===== src/rtl/rsa_xcel_naive_xcel_job_seq_pkg.sv =====
// Shared types and constants for the RSA xcel job sequencer.
// Holds the FSM state enum, request step numbers, xcel register numbers and
// the xcel request/response message structs.
package rsa_xcel_naive_xcel_job_seq_pkg;

    typedef enum logic [1:0] {
        ST_IDLE = 2'd0,
        ST_SEND = 2'd1,
        ST_WAIT = 2'd2,
        ST_DONE = 2'd3
    } state_t;

    // Request steps, issued in this order for every job
    localparam logic [2:0] STEP_BASE = 3'd0;
    localparam logic [2:0] STEP_EXP  = 3'd1;
    localparam logic [2:0] STEP_MOD  = 3'd2;
    localparam logic [2:0] STEP_GO   = 3'd3;
    localparam logic [2:0] STEP_READ = 3'd4;

    // Xcel register numbers
    localparam logic [4:0] XR_GO   = 5'd0;
    localparam logic [4:0] XR_BASE = 5'd1;
    localparam logic [4:0] XR_EXP  = 5'd2;
    localparam logic [4:0] XR_MOD  = 5'd3;

    localparam logic XCEL_TYPE_READ  = 1'b0;
    localparam logic XCEL_TYPE_WRITE = 1'b1;

    typedef struct packed {
        logic [7:0]  opaque;
        logic        type_;
        logic [4:0]  addr;
        logic [31:0] data;
    } xcel_req_t;

    typedef struct packed {
        logic [7:0]  opaque;
        logic        type_;
        logic [31:0] data;
    } xcel_resp_t;

endpackage


===== src/rtl/rsa_xcel_naive_xcel_job_seq_ctrl.sv =====
// Control for the job sequencer: IDLE/SEND/WAIT/DONE FSM plus the 0..4
// step counter that selects which xcel request is being issued.
module rsa_xcel_naive_xcel_job_seq_ctrl
    import rsa_xcel_naive_xcel_job_seq_pkg::*;
(
    input  logic       clk,
    input  logic       reset,
    input  logic       i_job_val,
    input  logic       i_req_rdy,
    input  logic       i_resp_val,
    input  logic       i_result_rdy,
    output logic       o_job_rdy,
    output logic       o_req_val,
    output logic       o_resp_rdy,
    output logic       o_result_val,
    output logic       o_job_go,
    output logic       o_result_load,
    output logic       o_busy,
    output logic [2:0] o_step
);

    state_t     r_state;
    state_t     w_state_nxt;
    logic [2:0] r_step;

    // State and step registers; step restarts on job accept and advances per response
    always_ff @(posedge clk or posedge reset) begin
        if (reset) begin
            r_state <= ST_IDLE;
            r_step  <= STEP_BASE;
        end else begin
            r_state <= w_state_nxt;
            if (r_state == ST_IDLE && i_job_val)
                r_step <= STEP_BASE;
            else if (r_state == ST_WAIT && i_resp_val && r_step != STEP_READ)
                r_step <= r_step + 3'd1;
        end
    end

    // Next-state logic: one request outstanding at a time
    always_comb begin
        w_state_nxt = r_state;
        case (r_state)
            ST_IDLE: if (i_job_val)    w_state_nxt = ST_SEND;
            ST_SEND: if (i_req_rdy)    w_state_nxt = ST_WAIT;
            ST_WAIT: if (i_resp_val)   w_state_nxt = (r_step == STEP_READ) ? ST_DONE : ST_SEND;
            ST_DONE: if (i_result_rdy) w_state_nxt = ST_IDLE;
            default:                   w_state_nxt = ST_IDLE;
        endcase
    end

    // Stream handshake outputs depend on state only
    always_comb begin
        o_job_rdy     = (r_state == ST_IDLE);
        o_req_val     = (r_state == ST_SEND);
        o_resp_rdy    = (r_state == ST_WAIT);
        o_result_val  = (r_state == ST_DONE);
        o_job_go      = (r_state == ST_IDLE) && i_job_val;
        o_result_load = (r_state == ST_WAIT) && i_resp_val && (r_step == STEP_READ);
        o_busy        = (r_state == ST_SEND) || (r_state == ST_WAIT);
        o_step        = r_step;
    end

endmodule


===== src/rtl/rsa_xcel_naive_xcel_job_seq.sv =====
// RSA xcel job sequencer: accepts one {base,exp,mod} job, replays the xcel
// register protocol (xr1, xr2, xr3, go, read xr0) and returns the result.
// Optional: RSA_XCEL_JOB_SEQ_PERF_EN adds a job_cycles output counting the
// SEND/WAIT cycles of the most recent job.
module rsa_xcel_naive_xcel_job_seq
    import rsa_xcel_naive_xcel_job_seq_pkg::*;
#(
    parameter logic [7:0] p_opaque = 8'h00
) (
    input  logic        clk,
    input  logic        reset,
    input  logic [95:0] job_istream_msg,
    input  logic        job_istream_val,
    output logic        job_istream_rdy,
    output xcel_req_t   xcel_reqstream_msg,
    output logic        xcel_reqstream_val,
    input  logic        xcel_reqstream_rdy,
    input  xcel_resp_t  xcel_respstream_msg,
    input  logic        xcel_respstream_val,
    output logic        xcel_respstream_rdy,
    output logic [31:0] result_ostream_msg,
    output logic        result_ostream_val,
    input  logic        result_ostream_rdy
`ifdef RSA_XCEL_JOB_SEQ_PERF_EN
    ,
    output logic [31:0] job_cycles
`endif
);

    logic [95:0] r_job;
    logic [31:0] r_result;
    logic        w_job_go;
    logic        w_result_load;
    logic        w_busy;
    logic [2:0]  w_step;
    xcel_req_t   w_req;

    rsa_xcel_naive_xcel_job_seq_ctrl u_ctrl (
        .clk           (clk),
        .reset         (reset),
        .i_job_val     (job_istream_val),
        .i_req_rdy     (xcel_reqstream_rdy),
        .i_resp_val    (xcel_respstream_val),
        .i_result_rdy  (result_ostream_rdy),
        .o_job_rdy     (job_istream_rdy),
        .o_req_val     (xcel_reqstream_val),
        .o_resp_rdy    (xcel_respstream_rdy),
        .o_result_val  (result_ostream_val),
        .o_job_go      (w_job_go),
        .o_result_load (w_result_load),
        .o_busy        (w_busy),
        .o_step        (w_step)
    );

    // Job and result registers
    always_ff @(posedge clk or posedge reset) begin
        if (reset) begin
            r_job    <= '0;
            r_result <= '0;
        end else begin
            if (w_job_go)      r_job    <= job_istream_msg;
            if (w_result_load) r_result <= xcel_respstream_msg.data;
        end
    end

    // Request mux: fields come only from registers, so msg is stable under stall
    always_comb begin
        w_req        = '0;
        w_req.opaque = p_opaque;
        w_req.type_  = XCEL_TYPE_WRITE;
        case (w_step)
            STEP_BASE: begin w_req.addr = XR_BASE; w_req.data = r_job[95:64]; end
            STEP_EXP:  begin w_req.addr = XR_EXP;  w_req.data = r_job[63:32]; end
            STEP_MOD:  begin w_req.addr = XR_MOD;  w_req.data = r_job[31:0];  end
            STEP_GO:   begin w_req.addr = XR_GO;   w_req.data = 32'd0;        end
            default:   begin
                w_req.type_ = XCEL_TYPE_READ;
                w_req.addr  = XR_GO;
                w_req.data  = 32'd0;
            end
        endcase
    end

    assign xcel_reqstream_msg = w_req;
    assign result_ostream_msg = r_result;

    // Only the data of the final read response is meaningful
    logic w_unused_resp;
    assign w_unused_resp = ^{xcel_respstream_msg.opaque, xcel_respstream_msg.type_};

`ifdef RSA_XCEL_JOB_SEQ_PERF_EN
    logic [31:0] r_cycles;

    // Cycle counter: cleared at job accept, counts SEND/WAIT, frozen otherwise
    always_ff @(posedge clk or posedge reset) begin
        if (reset)         r_cycles <= '0;
        else if (w_job_go) r_cycles <= '0;
        else if (w_busy)   r_cycles <= r_cycles + 32'd1;
    end

    assign job_cycles = r_cycles;
`else
    logic w_unused_busy;
    assign w_unused_busy = w_busy;
`endif

endmodule


===== config.mk =====
export PLATFORM = sky130hd
export DESIGN_NAME = rsa_xcel_naive_xcel_job_seq
export DESIGN_NICKNAME = d
export VERILOG_FILES = /design/src/rtl/rsa_xcel_naive_xcel_job_seq_pkg.sv /design/src/rtl/rsa_xcel_naive_xcel_job_seq_ctrl.sv /design/src/rtl/rsa_xcel_naive_xcel_job_seq.sv
export SDC_FILE = /design/constraint.sdc
export NUM_CORES = 1
export LEC_CHECK = 0
export CAP_MARGIN = 20
export CELL_PAD_IN_SITES_DETAIL_PLACEMENT = 0
export CELL_PAD_IN_SITES_GLOBAL_PLACEMENT = 1
export CORE_MARGIN = 2
export CORE_UTILIZATION = 33
export CTS_BUF_LIST = sky130_fd_sc_hd__clkbuf_8
export CTS_CLUSTER_DIAMETER = 60
export DETAILED_ROUTE_END_ITERATION = 7
export GPL_TIMING_DRIVEN = 0
export PLACE_DENSITY_LB_ADDON = 0.25
export SLEW_MARGIN = 5
export SYNTH_ARGS = -nofsm -noshare
export SYNTH_HDL_FRONTEND = slang
export SYNTH_SLANG_ARGS = --single-unit

===== constraint.sdc =====
create_clock -name clk -period 7.3 [get_ports clk]
set_input_delay 2.19 -clock clk [delete_from_list [all_inputs] [get_ports clk]]
set_output_delay 2.19 -clock clk [all_outputs]
set_load 0.005 [all_outputs]

run_1/sizing.png
The bar under the picture is 50 um long.
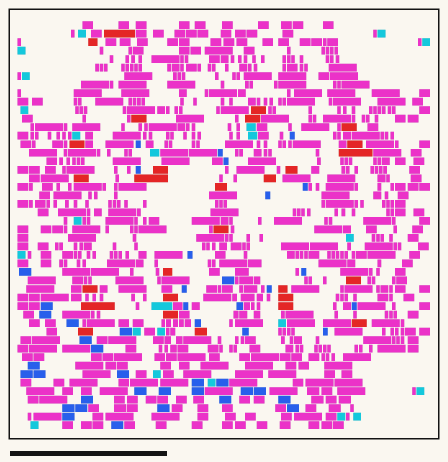
Key: magenta = x1 and smaller [cells 790, share 89%, most used nand2_1]; red = x6 and larger [cells 28, share 3.2%, most used clkbuf_8]; cyan = x3 and x4 [cells 23, share 2.6%, most used buf_4]; blue = x2 [cells 45, share 5.1%, most used mux2_2]

run_1/clock_wires.png
The bar under the picture is 50 um long.
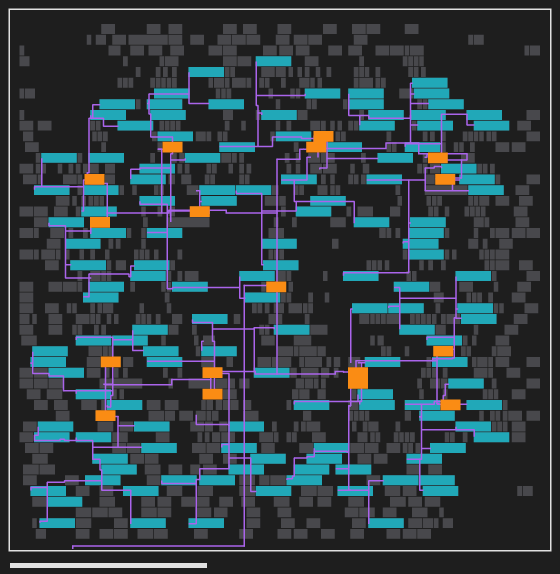
Key: cyan = flip-flops [count 133]; orange = clock-net drivers [count 17]; purple = clock wires [length 1,720 um]
There are 18 routed clock nets. Position of the flops: spread over the die.
clock-net power: 642 uW
power share of the clock group: 0.188
Clock Skews: 10.2 ps

run_1/ff_map.png
Other cells in gray.
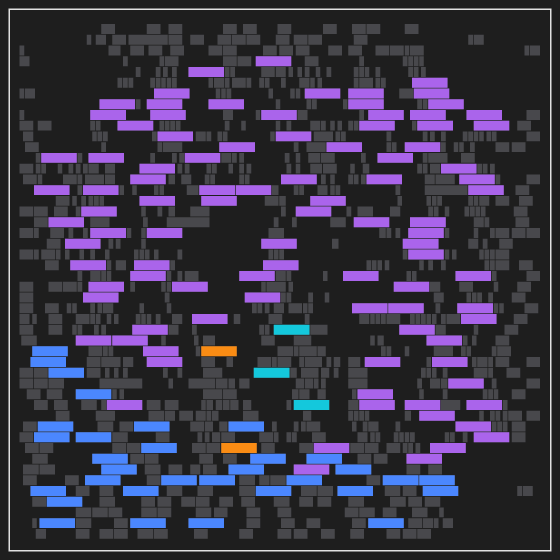
Key: purple = r_job [sequential cells 96]; blue = result_ostream_msg [sequential cells 32, where a band across the bottom]; cyan = u_ctrl.o_step [sequential cells 3]; orange = u_ctrl.r_state [sequential cells 2]

==> results.sh, run 1 <==
# physical design summary
export IMPL_outcome="completed"
export IMPL_boundaryPins=225
export IMPL_core_area_sq_um=17200
export IMPL_yosys_area_sq_um=5810
export IMPL_grtUsageTotal=0.192
export IMPL_synthFlopType="dfrtp_1"
export IMPL_antenna_found_initial=0
export IMPL_drv_slew=0
export IMPL_reg2reg_depth=6
export IMPL_ys_seq_elements=133
export IMPL_regToRegEndpoint="r_job[6]$_DFFE_PP0P_"
export IMPL_initCoreUtil=0.337
export IMPL_leakage_nw=4.26
export IMPL_ys_seq_frac=0.573
export IMPL_lay_top_cells="nand2_1, clkdlybuf4s50_1, dfrtp_1, a22oi_1, mux2_2"
export IMPL_antenna_cells=0
export IMPL_p_total_mw=3.42
export IMPL_h_tree_depth=4
export IMPL_first_iter_violations=263
export IMPL_clock_sinks=133
export IMPL_cts_hold_buf=0
export IMPL_worstHoldStart="r_job[7]$_DFFE_PP0P_"
export IMPL_fin_crit_sh=0.714
export IMPL_post_route_min_period_ps=5210
export IMPL_hold_viol=0
export IMPL_cts_tree="done"
export IMPL_min_to="r_job[7]$_DFFE_PP0P_"
export IMPL_path_buffers=4
export IMPL_cp_common_cell="clkbuf_1"
export IMPL_slowest_stage="clkbuf_1"
export IMPL_wirelength_um=17400
export IMPL_drtAntennaViolNets=0
export IMPL_warnings=38
export IMPL_top_area_cell="dfrtp_1"
export IMPL_dpl_cell_area_sq_um=8210
export IMPL_grt_pass1_vias=5169
export IMPL_overflow=0
==> run 1: power breakdown <==
group	internal [mW]	switching, mW
Combinational	0.796	0.731
Sequential	1.06	0.188
Clock	0.338	0.303
Total	2.20	1.22
==> run 1: layout make-up <==
class,instances,area share
multi-input cells,462,0.258
inverters,5,0.00276
well taps,225,0.0327
flip-flops and latches,133,0.386
clock buffers,17,0.0271
repair buffers,205,0.240
clock inverters,15,0.0209
plain buffers,49,0.0328
==> run 1: cells by family (layout without fill, tap and decap cells) <==
logic type      Yosys count  count (layout)  synth area share
fa+ha+maj                 5               5            0.0108
compound gates           40              40            0.0495
simple gates            372             372             0.249
mux                      34              34            0.0656
flops                   133             133             0.573
other cells               1              11          0.000645
buf+inv                  54             291            0.0519
==> run 1: worst register-to-register path: stages, from the launching register on <==
cell	delay, ps
dfrtp_1	390
buf_2	180
nor3b_4	460
buf_2	340
buf_2	280
nand2_1	100
nand2_1	60
==> run 1: stage by stage <==
step	util	hold WS (ps)	worst slack [ps]
3_3_place_gp	0.474	458	-292
3_5_place_dp	0.476	463	2560
2_1_floorplan	-	444	1560
5_1_grt	0.500	497	1910
4_1_cts	0.500	484	2060
6_report	0.500	482	2090
==> run 1: metal layers <==
metal	track usage	routed length (um)	vias to the layer above
met5	0	0	-
met4	0.0579	255	0
met3	0.0493	973	18
met2	0.323	8790	151
met1	0.243	7430	2409
li1	-	-	2459
==> run 1: sequential cells by signal, indices dropped and copies added (netlist names) <==
signal and cells:
r_job 96, result_ostream_msg 32, u_ctrl.o_step 3, u_ctrl.r_state 2
--- run 2 (diff from run 1) ---
--- a/config.mk
+++ b/config.mk
@@ -9,7 +9,7 @@
 export CELL_PAD_IN_SITES_DETAIL_PLACEMENT = 0
 export CELL_PAD_IN_SITES_GLOBAL_PLACEMENT = 1
 export CORE_MARGIN = 2
-export CORE_UTILIZATION = 33
+export CORE_UTILIZATION = 30
 export CTS_BUF_LIST = sky130_fd_sc_hd__clkbuf_8
 export CTS_CLUSTER_DIAMETER = 60
 export DETAILED_ROUTE_END_ITERATION = 7
==> constraint.sdc (replaced) <==
create_clock -name clk -period 4.67 [get_ports clk]
set_input_delay 1.401 -clock clk [delete_from_list [all_inputs] [get_ports clk]]
set_output_delay 1.401 -clock clk [all_outputs]
set_load 0.005 [all_outputs]
run_2/gates.png
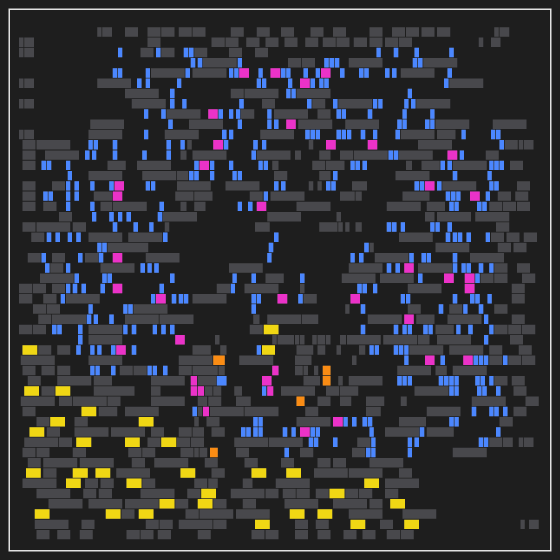
Key: orange = and/or cells [cells 5, most used or2_2]; magenta = aoi and oai cells [cells 39, most used a22oi_1]; blue = nand cells [cells 356, most used nand2_1]; yellow = mux cells [cells 34, most used mux2_2]

==> run 2 against run 1 <==
Sequential share of layout area fell by 0.34 points. Total power rose by 56%. Non-clock buffer count rose by 2. Clock skew fell by 1.2 ps. Critical path type unchanged.
==> results.sh, run 2 <==
# physical design summary
export IMPL_regMostFlops="r_job"
export IMPL_leakage_nw=4.28
export IMPL_dpl_cell_area_sq_um=8280
export IMPL_ys_top_logic_family="simple AND/OR/NAND/NOR gates"
export IMPL_top_power_group="combinational logic"
export IMPL_ys_seq_elements=133
export IMPL_outcome="completed"
export IMPL_wirelength_um=17600
export IMPL_largest_register_ffs=96
export IMPL_p_switching_mw=1.94
export IMPL_regToRegEndpoint="result_ostream_msg[10]$_DFFE_PP0P_"
export IMPL_ys_seq_frac=0.573
export IMPL_top_area_cell="dfrtp_1"
export IMPL_path_buffers=4
export IMPL_initCoreUtil=0.309
export IMPL_combPwrFrac=0.448
export IMPL_reg2reg_depth=6
export IMPL_comb_cell_power_mw=2.39
export IMPL_fin_crit_sh=0.947
export IMPL_p_int_mw=3.41
export IMPL_cts_tree="done"
export IMPL_cts_hold_buf=0
export IMPL_fa_ha_area_frac=0.0108
export IMPL_mux_share=0.0656
export IMPL_grt_pass1_vias=4968
run_2/clock_wires.png
The bar under the picture is 50 um long.
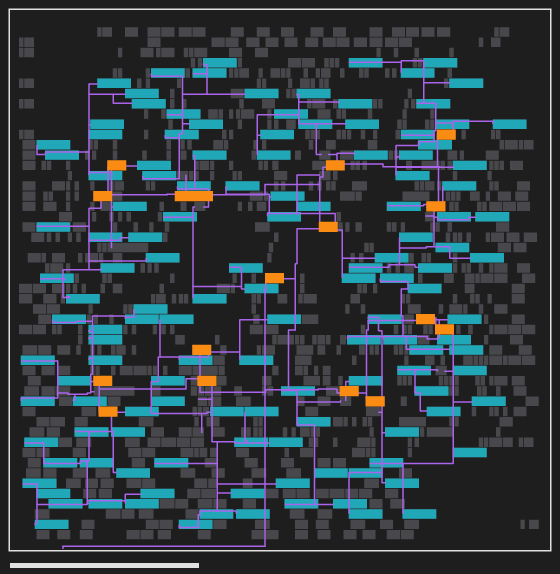
Key: purple = clock wires [length 1,950 um]; orange = clock-net drivers [count 17]; cyan = flip-flops [count 133]
There are 18 routed clock nets.
power share of the clock group: 0.190
Clock Skews: 9.00 ps
clock-net power: 1.02 mW

## run 2: cell counts after synthesis
Identical to the previous run, type by type.
## run 2: routing by layer
layer / GRT usage / wire length, um / vias to the layer above
met5: 0 / 0 / -
met4: 0.0417 / 100 / 0
met3: 0.0530 / 1270 / 6
met2: 0.274 / 8250 / 164
met1: 0.236 / 7930 / 2324
li1: - / - / 2477
## run 2: area by class of cell
class	instances	area share
antenna	1	0.000288
buffer	49	0.0325
multi-input combinational	462	0.255
timing repair buffer	207	0.242
sequential	133	0.383
clock inverter	14	0.0190
clock buffer	18	0.0285
tap	260	0.0374
inverter	5	0.00259
## run 2: worst min path at each step
| stage | endpoint | slack, ps | startpoint | cells after the start |
|---|---|---|---|---|
| finish | r_job[67]$_DFFE_PP0P_ | 480 | r_job[67]$_DFFE_PP0P_ | 2 |
| detailed placement | r_job[29]$_DFFE_PP0P_ | 460 | r_job[29]$_DFFE_PP0P_ | 2 |
| CTS | r_job[43]$_DFFE_PP0P_ | 480 | r_job[43]$_DFFE_PP0P_ | 2 |
| global placement | r_job[5]$_DFFE_PP0P_ | 460 | r_job[5]$_DFFE_PP0P_ | 2 |
| global route | r_job[4]$_DFFE_PP0P_ | 500 | r_job[4]$_DFFE_PP0P_ | 2 |
| floorplan | r_job[0]$_DFFE_PP0P_ | 440 | r_job[0]$_DFFE_PP0P_ | 2 |
## run 2: through the flow
step	hold slack, ps	total power [mW]	setup slack, ps
after global routing	499	5.77	58.2
after CTS	483	5.43	212
after global placement	457	4.35	238
after floorplan	444	3.05	1620
final	481	5.34	245
after detailed placement	462	4.38	724
## run 2: cells by family (layout without fill, tap and decap cells)
group,after synthesis,in the layout
AOI/OAI and AO/OA,40,40
muxes,34,34
and+or+nand+nor,372,372
DFF,133,133
buffers and inverters,54,293
adders and majority gates,5,5
other,1,12
Power figures rest on the tool's default switching activity, not on a simulated workload.
